### Metal 1, run 1

The bar under the picture is 50 um long. Cells faint in the background.
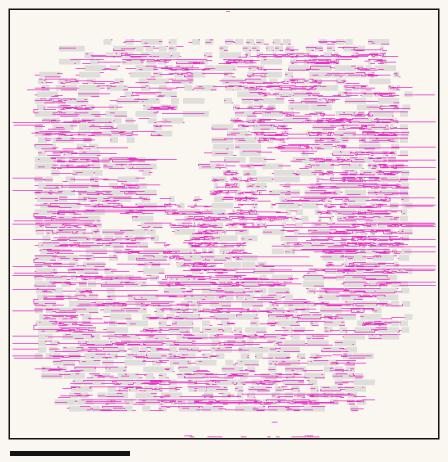
### The metal 2 layer, run 1

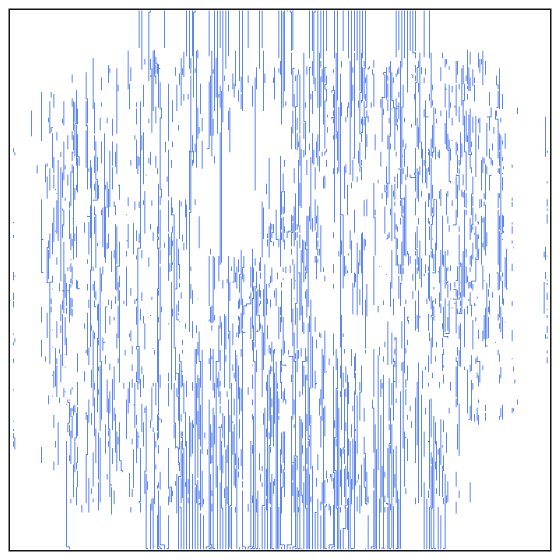
### Metal 3, run 1

The bar under the picture is 50 um long.
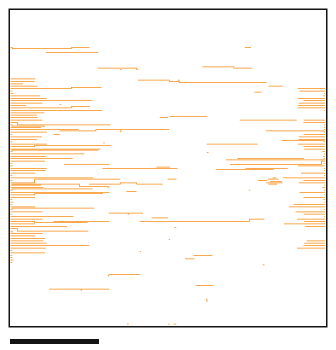
### Clock nets, run 1

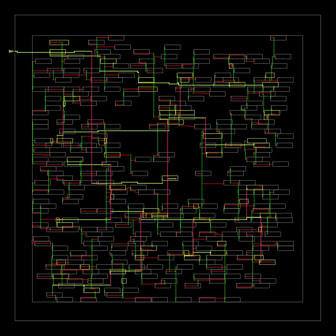
### config.mk
export PLATFORM = sky130hd
export DESIGN_NAME = prince_byte_loader
export DESIGN_NICKNAME = d
export VERILOG_FILES = /design/src/rtl/prince_byte_loader.sv
export SDC_FILE = /design/constraint.sdc
export NUM_CORES = 1
export LEC_CHECK = 0
export CAP_MARGIN = 10
export CORE_MARGIN = 10
export CORE_UTILIZATION = 44
export DETAILED_ROUTE_END_ITERATION = 7
export GPL_ROUTABILITY_DRIVEN = 1
export PLACE_DENSITY_LB_ADDON = 0.2
export SLEW_MARGIN = 20
export SYNTH_ARGS = -nofsm -noshare
export SYNTH_HDL_FRONTEND = slang
export SYNTH_SLANG_ARGS = --single-unit
### constraint.sdc
create_clock -name clk -period 2.35 [get_ports clk]
set_input_delay 0.3525 -clock clk [delete_from_list [all_inputs] [get_ports clk]]
set_output_delay 0.3525 -clock clk [all_outputs]
set_load 0.01 [all_outputs]
### src/rtl/prince_byte_loader.sv
// rtl/prince_byte_loader.sv - byte-serial frame loader and ciphertext streamer for the combinational PRINCE core
//
// Optional feature macro: KEY_CACHE_EN
//   defined   : load_key=0 on the first byte starts an 8-byte plaintext-only frame that reuses the cached k0/k1
//   undefined : load_key is ignored and every frame carries k0, k1 and plaintext (24 bytes)
module prince_byte_loader #(
    parameter int SETTLE_CYC = 2
) (
    input  logic        clk,
    input  logic        rst_n,
    input  logic        in_valid,
    output logic        in_ready,
    input  logic [7:0]  in_data,
    input  logic        load_key,
    output logic [63:0] core_pt,
    output logic [63:0] core_k0,
    output logic [63:0] core_k1,
    input  logic [63:0] core_ct,
    output logic        out_valid,
    input  logic        out_ready,
    output logic [7:0]  out_data,
    output logic        out_last,
    output logic        busy
);

    typedef enum logic [2:0] {
        S_IDLE,
        S_LOAD_K0,
        S_LOAD_K1,
        S_LOAD_PT,
        S_SETTLE,
        S_SEND
    } state_t;

    // Timer value on which the core output is considered settled.
    localparam logic [3:0] SETTLE_LAST = 4'(SETTLE_CYC - 1);

    state_t      state_q, state_d;
    logic [2:0]  cnt_q, cnt_d;
    logic [3:0]  timer_q, timer_d;
    logic [63:0] k0_q, k0_d;
    logic [63:0] k1_q, k1_d;
    logic [63:0] pt_q, pt_d;
    logic [63:0] ct_q, ct_d;
    logic        in_ready_c;
    logic        out_valid_c;
    logic [5:0]  byte_lsb;

    // Byte i of a field lands in bits [63-8i -: 8], so the first byte is the MSB.
    assign byte_lsb = {3'd7 - cnt_q, 3'b000};

`ifndef KEY_CACHE_EN
    logic unused_load_key;
    assign unused_load_key = load_key;
`endif

    // State, counters and data registers; reset drops any partially loaded frame.
    always_ff @(posedge clk or negedge rst_n) begin
        if (!rst_n) begin
            state_q <= S_IDLE;
            cnt_q   <= 3'd0;
            timer_q <= 4'd0;
            k0_q    <= 64'd0;
            k1_q    <= 64'd0;
            pt_q    <= 64'd0;
            ct_q    <= 64'd0;
        end else begin
            state_q <= state_d;
            cnt_q   <= cnt_d;
            timer_q <= timer_d;
            k0_q    <= k0_d;
            k1_q    <= k1_d;
            pt_q    <= pt_d;
            ct_q    <= ct_d;
        end
    end

    // Next-state logic: field assembly, settle timing and ciphertext shift-out.
    always_comb begin
        state_d     = state_q;
        cnt_d       = cnt_q;
        timer_d     = timer_q;
        k0_d        = k0_q;
        k1_d        = k1_q;
        pt_d        = pt_q;
        ct_d        = ct_q;
        in_ready_c  = 1'b0;
        out_valid_c = 1'b0;
        case (state_q)
            S_IDLE: begin
                in_ready_c = 1'b1;
                if (in_valid) begin
                    cnt_d = 3'd1;
`ifdef KEY_CACHE_EN
                    if (!load_key) begin
                        pt_d[63:56] = in_data;
                        state_d     = S_LOAD_PT;
                    end else begin
                        k0_d[63:56] = in_data;
                        state_d     = S_LOAD_K0;
                    end
`else
                    k0_d[63:56] = in_data;
                    state_d     = S_LOAD_K0;
`endif
                end
            end
            S_LOAD_K0: begin
                in_ready_c = 1'b1;
                if (in_valid) begin
                    k0_d[byte_lsb +: 8] = in_data;
                    cnt_d               = cnt_q + 3'd1;
                    if (cnt_q == 3'd7) begin
                        state_d = S_LOAD_K1;
                    end
                end
            end
            S_LOAD_K1: begin
                in_ready_c = 1'b1;
                if (in_valid) begin
                    k1_d[byte_lsb +: 8] = in_data;
                    cnt_d               = cnt_q + 3'd1;
                    if (cnt_q == 3'd7) begin
                        state_d = S_LOAD_PT;
                    end
                end
            end
            S_LOAD_PT: begin
                in_ready_c = 1'b1;
                if (in_valid) begin
                    pt_d[byte_lsb +: 8] = in_data;
                    cnt_d               = cnt_q + 3'd1;
                    if (cnt_q == 3'd7) begin
                        timer_d = 4'd0;
                        state_d = S_SETTLE;
                    end
                end
            end
            S_SETTLE: begin
                if (timer_q == SETTLE_LAST) begin
                    ct_d    = core_ct;
                    state_d = S_SEND;
                end else begin
                    timer_d = timer_q + 4'd1;
                end
            end
            S_SEND: begin
                out_valid_c = 1'b1;
                if (out_ready) begin
                    ct_d  = {ct_q[55:0], 8'h00};
                    cnt_d = cnt_q + 3'd1;
                    if (cnt_q == 3'd7) begin
                        state_d = S_IDLE;
                    end
                end
            end
            default: begin
                state_d = S_IDLE;
            end
        endcase
    end

    // Ready is forced low while reset is asserted even though the state already reads IDLE.
    assign in_ready  = in_ready_c && rst_n;
    assign out_valid = out_valid_c;
    assign out_data  = out_valid_c ? ct_q[63:56] : 8'h00;
    assign out_last  = out_valid_c && (cnt_q == 3'd7);
    assign busy      = (state_q != S_IDLE);
    assign core_pt   = pt_q;
    assign core_k0   = k0_q;
    assign core_k1   = k1_q;

endmodule
==> deck_impl_summary.md, run 1 <==
Flow Results at a Glance

Synthesis
  • Number of enable flip-flop cells: 0
  • Post-synthesis mux area share: 19.8%
  • Mapped Area: 11000 sq um
  • Yosys stat area: 11000 sq um
  • Yosys warnings: 0
  • Yosys xor share: 0.160%
  • Syn nets: 882
  • Commonest flop: dfrtp_1
  • Commonest cells post-synth: dfrtp_1, mux2_2, o21ai_0
  • Seq/Total Area, Yosys: 60.7%
  • #FFs+latches synth: 266
  • Post-synth top area share: 60.7%
  • Largest cells by area: dfrtp_1, mux2_2, a2bb2oi_1
  • Post-synth ARST share: 100%
  • Synth top cell by count: dfrtp_1
  • Main logic family after synthesis: multiplexers
  • Cell total in the yosys stat output: 801
  • Synth Area in Compound Gates: 8.56%
  • Post-Syn Instances: 801
  • Post-synthesis average cell area: 13.7 sq um
  • Synth Area in Simple Gates: 7.99%

Detailed routing
  • Met2 WL: 15.1 mm
  • Final WL: 31.5 mm
  • Number of remaining DRC errors: 0
  • DRT iter0 DRCs: 530
  • Avg Vias per Cell: 5.32
  • Post-route ant nets: 0
  • Vias: 7681
  • WL/cell: 21.9 um
  • Drt pass-1 iters: 4
  • Routed wl met3: 3.21 mm
  • Met1 Wirelength: 12.7 mm

Layout
  • Flop count: 266
  • Dominant logic cell types in the final layout: clkdlybuf4s50_1, dfrtp_1, mux2_2
  • Layout Nets: 1176
  • Post-route cell area: 15500 sq um
  • Fill cell total of the finished layout: 1910
  • Combinational gate area: 4160 sq um
  • Non-clk invs: 7
  • Final core utilization: 63.5%
  • Layout clock area frac: 7.10%
  • Buffering overhead: 20.3%
  • Comb gates: 476
  • Largest cell class by area: sequential cells
  • Clock buffers: 42
  • Fraction of area in multi-input gates: 26.8%
  • Antenna cells: 0
  • Flip-flop and latch area: 6660 sq um
  • Share of cells above drive strength 1: 26.5%
  • Layout area overhead: 41.4%
  • Non-CTS buffers: 314
  • Commonest Layout Cell: clkdlybuf4s50_1

Power
  • Power, Total: 19.0 mW
  • Int Pwr: 13.5 mW
  • Comb power frac: 35.5%
  • Combinational power: 6.75 mW
  • Clock power frac: 26.6%
  • PD cells: 1230 nW/um^2
  • Max VDD drop: 752 uV
  • Switch Pwr: 5.55 mW
  • Lkg Pwr: 6.96 nW
  • Seq pwr: 7.19 mW
  • Switching share of power: 29.2%
  • Dominant power group: registers

Worst hold path
  • HP Class: input port to register
  • Hold Crit Start: out_ready
  • Hold path cells: 4
  • Hold Path Sink: state_q[0]$_DFFE_PN0P_

Clock network
  • Clock-pin slew on the worst setup and hold paths: 0.06 ns
  • Root Driver: clkbuf_16
  • TritonCTS clock tree: built
  • Clk_lat worst skew: 0.55 ns
  • Deepest clock path buffer count: 3
  • H-tree depth: 1
  • Total CTS buffers: 30

Critical path
  • Setup CP Type: register to output pin
  • Worst reg2reg setup slack: 0.09 ns
  • Crit-path max cell delay: 0.53 ns
  • RR Endpoint: core_pt[19]$_DFFE_PN0P_
  • R2r worst-path depth: 7
  • Reg2reg start: cnt_q[0]$_DFFE_PN0P_
  • Critical path's slowest cell: clkdlybuf4s50_1
  • CP top delay family: buffers and inverters
  • Worst path cell trace: and3b_2 > buf_4 > clkdlybuf4s50_1
  • WP buf/inv: 2
  • Worst endpoint data arrival time: 1.96 ns
  • Required time of the critical path: 2.00 ns
  • Critical path startpoint category: register
  • Levels on crit path: 3

Timing
  • Final Worst Setup Slack: 0.0420 ns
  • Final number of setup-violating endpoints: 0
  • Fmax achieved: 433 MHz
  • Post-route minimum period: 2.31 ns
  • Slew margin rel.: 37.3%
  • Unrepaired setup endpoints after global routing: no
  • Sum Neg Setup Slack: 0 ns
  • Hold slack: 0.231 ns
  • Worst-margin pin slew: 0.940 ns
  • Final Max Slew Viols: 0
  • Final worst-path cycle share: 98.2%
  • Final Hold Violation Tally: 0

Placement
  • Dpl cells: 1381
  • Pre-CTS setup slack: -0.189 ns
  • Placed Area: 14300 sq um
  • Routability congestion estimate: 0.800
  • Detailed placement HPWL: 21.4 mm
  • PortBufs: 279

GRT
  • Initial antenna violation count: 0
  • M1 GR Usage: 24.0%
  • Routing usage on met3: 8.12%
  • Gr usage total: 19.6%
  • First-pass GRT wire length: 48.4 mm
  • Met2 GRT Util: 31.6%
  • GRT overflow: 0
  • Layer carrying the most global-route usage: met2
  • Largest net degree at the start of global routing: 159

Floorplanning
  • Die area: 31600 sq um
  • Die Ht: 178 um
  • Core Area: 24400 sq um
  • Ports: 281
  • Die width: 178 um
  • Core Rows: 57

Run
  • Max Cap Violations: 0
  • Tool warnings: 31

Run status
  • Status: complete, no violations
Notes on 'Metal 1' above:
The layer carries 12700 um of wire. 1053 nets have wire on it. The longest straight run is 54.7 um. The layer holds 40% of the routed length.

Notes on 'The metal 2 layer' above:
The wires run mostly vertical. 1095 nets have wire on it.

Notes on 'Metal 3' above:
The layer holds 10% of the routed length. The layer carries 3210 um of wire. The longest straight run is 61.6 um.

Notes on 'Clock nets' above:
total clock sinks: 266
clock skew: 0.0101 ns

==> run 2: changes to the inputs <==
CORE_UTILIZATION = 53   (was 44)
clock period = 2.9 ns   (was 2.35 ns; I/O delays follow)
### The metal 2 layer, run 2

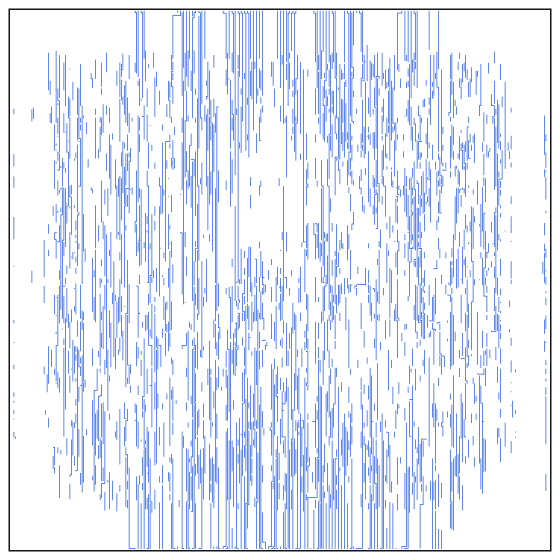
vias: 7541
final WL: 30.4 mm
met2 GRT Util: 36.3%

==> run 2 against run 1 <==
Against the previous run:
- worst setup slack improved by 0.099 ns
- via count is 1.8% lower
- flip-flop count unchanged
- area after synthesis stayed put
- clock skew about the same
- wire length decreased by 3.5%
- sequential share of layout area increased by 1.3 points
- global-route usage rose by 2.8 points
- critical path type unchanged
- largest power group unchanged
- highest routed layer unchanged
==> deck_impl_summary.md, run 2 <==
Flow Results at a Glance

Floorplanning
  • Die area: 26800 sq um (-15%)
  • Core Rows: 52 (-8.8%)
  • Core Area: 20300 sq um (-17%)

GRT
  • Largest net degree at the start of global routing: 166 (+4.4%)
  • Gr usage total: 22.3% (+2.8 points)
  • Layer carrying the most global-route usage: met2
  • M1 GR Usage: 27.8% (+3.8 points)
  • Initial antenna violation count: 0 (unchanged)

Critical path
  • Critical path's slowest cell: clkdlybuf4s50_1
  • Worst endpoint data arrival time: 2.32 ns (+0.36 ns)
  • CP top delay family: simple AND/OR/NAND/NOR gates
  • R2r worst-path depth: 6 (-1)
  • Required time of the critical path: 2.47 ns (+0.47 ns)
  • Crit-path max cell delay: 0.59 ns (+0.06 ns)
  • Worst path cell trace: and3b_4 > and2_1 > clkdlybuf4s50_1
  • Setup CP Type: register to output pin
  • RR Endpoint: core_k0[17]$_DFFE_PN0P_

Layout
  • Share of cells above drive strength 1: 24.0% (-2.5 points)
  • Layout area overhead: 37.4%
  • Non-CTS buffers: 300 (-4.5%)
  • Layout clock area frac: 6.49% (-0.61 points)
  • Commonest Layout Cell: clkdlybuf4s50_1
  • Final core utilization: 74.2% (+11 points)
  • Largest cell class by area: sequential cells
  • Clock buffers: 38 (-9.5%)
  • Fill cell total of the finished layout: 1389 (-27%)
  • Combinational gate area: 4080 sq um (-1.9%)
  • Dominant logic cell types in the final layout: clkdlybuf4s50_1, dfrtp_1, mux2_2
  • Fraction of area in multi-input gates: 27.1% (+0.26 points)

Power
  • Lkg Pwr: 6.68 nW (-4.0%)
  • Combinational power: 5.31 mW (-21%)
  • PD cells: 989 nW/um^2 (-19%)
  • Comb power frac: 35.7% (+0.2 points)
  • Power, Total: 14.9 mW (-22%)
  • Int Pwr: 10.5 mW (-22%)
  • Switch Pwr: 4.42 mW (-20%)
  • Seq pwr: 5.84 mW (-19%)
  • Max VDD drop: 700 uV (-6.9%)

Timing
  • Final Hold Violation Tally: 0 (unchanged)
  • Sum Neg Setup Slack: 0 ns (unchanged)
  • Post-route minimum period: 2.76 ns
  • Final Worst Setup Slack: 0.141 ns (+0.0993 ns)
  • Fmax achieved: 362 MHz
  • Hold slack: 0.296 ns (+0.0658 ns)
  • Clock skew: 0.0101 ns (+0.0000493 ns)
  • Final worst-path cycle share: 95.1%
  • Final number of setup-violating endpoints: 0 (unchanged)
  • Slew margin rel.: 35.4% (-2.0 points)

Synthesis
  • Synth Area in Compound Gates: 8.56% (unchanged)
  • Yosys stat area: 11000 sq um (unchanged)
  • Post-synth top area share: 60.7% (unchanged)
  • Syn nets: 882 (unchanged)
  • Largest cells by area: dfrtp_1, mux2_2, a2bb2oi_1
  • Commonest cells post-synth: dfrtp_1, mux2_2, o21ai_0
  • Number of enable flip-flop cells: 0 (unchanged)
  • Post-synthesis average cell area: 13.7 sq um (unchanged)
  • Main logic family after synthesis: multiplexers
  • Commonest flop: dfrtp_1
  • Synth Area in Simple Gates: 7.99% (unchanged)
  • Synth top cell by count: dfrtp_1
  • Yosys warnings: 0 (unchanged)
  • Post-synth ARST share: 100% (unchanged)
  • Seq/Total Area, Yosys: 60.7% (unchanged)
  • Post-Syn Instances: 801 (unchanged)

Placement
  • Pre-CTS setup slack: 0.298 ns (+0.486 ns)
  • Routability congestion estimate: 0.823 (+2.9%)
  • Detailed placement HPWL: 20.8 mm (-3.1%)
  • PortBufs: 279 (unchanged)
  • Placed Area: 14100 sq um (-1.5%)
  • Dpl cells: 1316 (-4.7%)

Clock network
  • Total clock sinks: 266 (unchanged)
  • TritonCTS clock tree: built
  • Clock-pin slew on the worst setup and hold paths: 0.06 ns (about the same)
  • Root Driver: clkbuf_16
  • H-tree depth: 1 (unchanged)
  • Clk_lat worst skew: 0.54 ns (about the same)

Detailed routing
  • Routed wl met3: 2.88 mm (-10%)
  • Post-route ant nets: 0 (unchanged)
  • Avg Vias per Cell: 5.51 (+3.5%)
  • Drt pass-1 iters: 4 (unchanged)
  • Met2 WL: 14.5 mm (-3.8%)
  • Met1 Wirelength: 12.4 mm (-2.2%)

Worst hold path
  • HP Class: input port to asynchronous set/reset pin

Run status
  • Status: complete, no violations
### Metal 3, run 2

The bar under the picture is 50 um long.
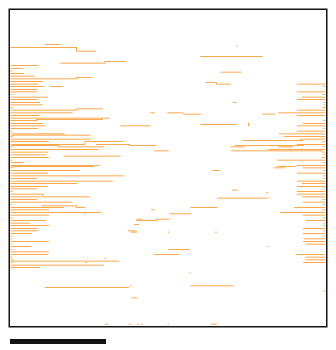
The layer carries 2880 um of wire. The longest straight run is 58.6 um. The layer holds 9.5% of the routed length. The wires run mostly horizontal.

Power is estimated from default activity; no workload was simulated.
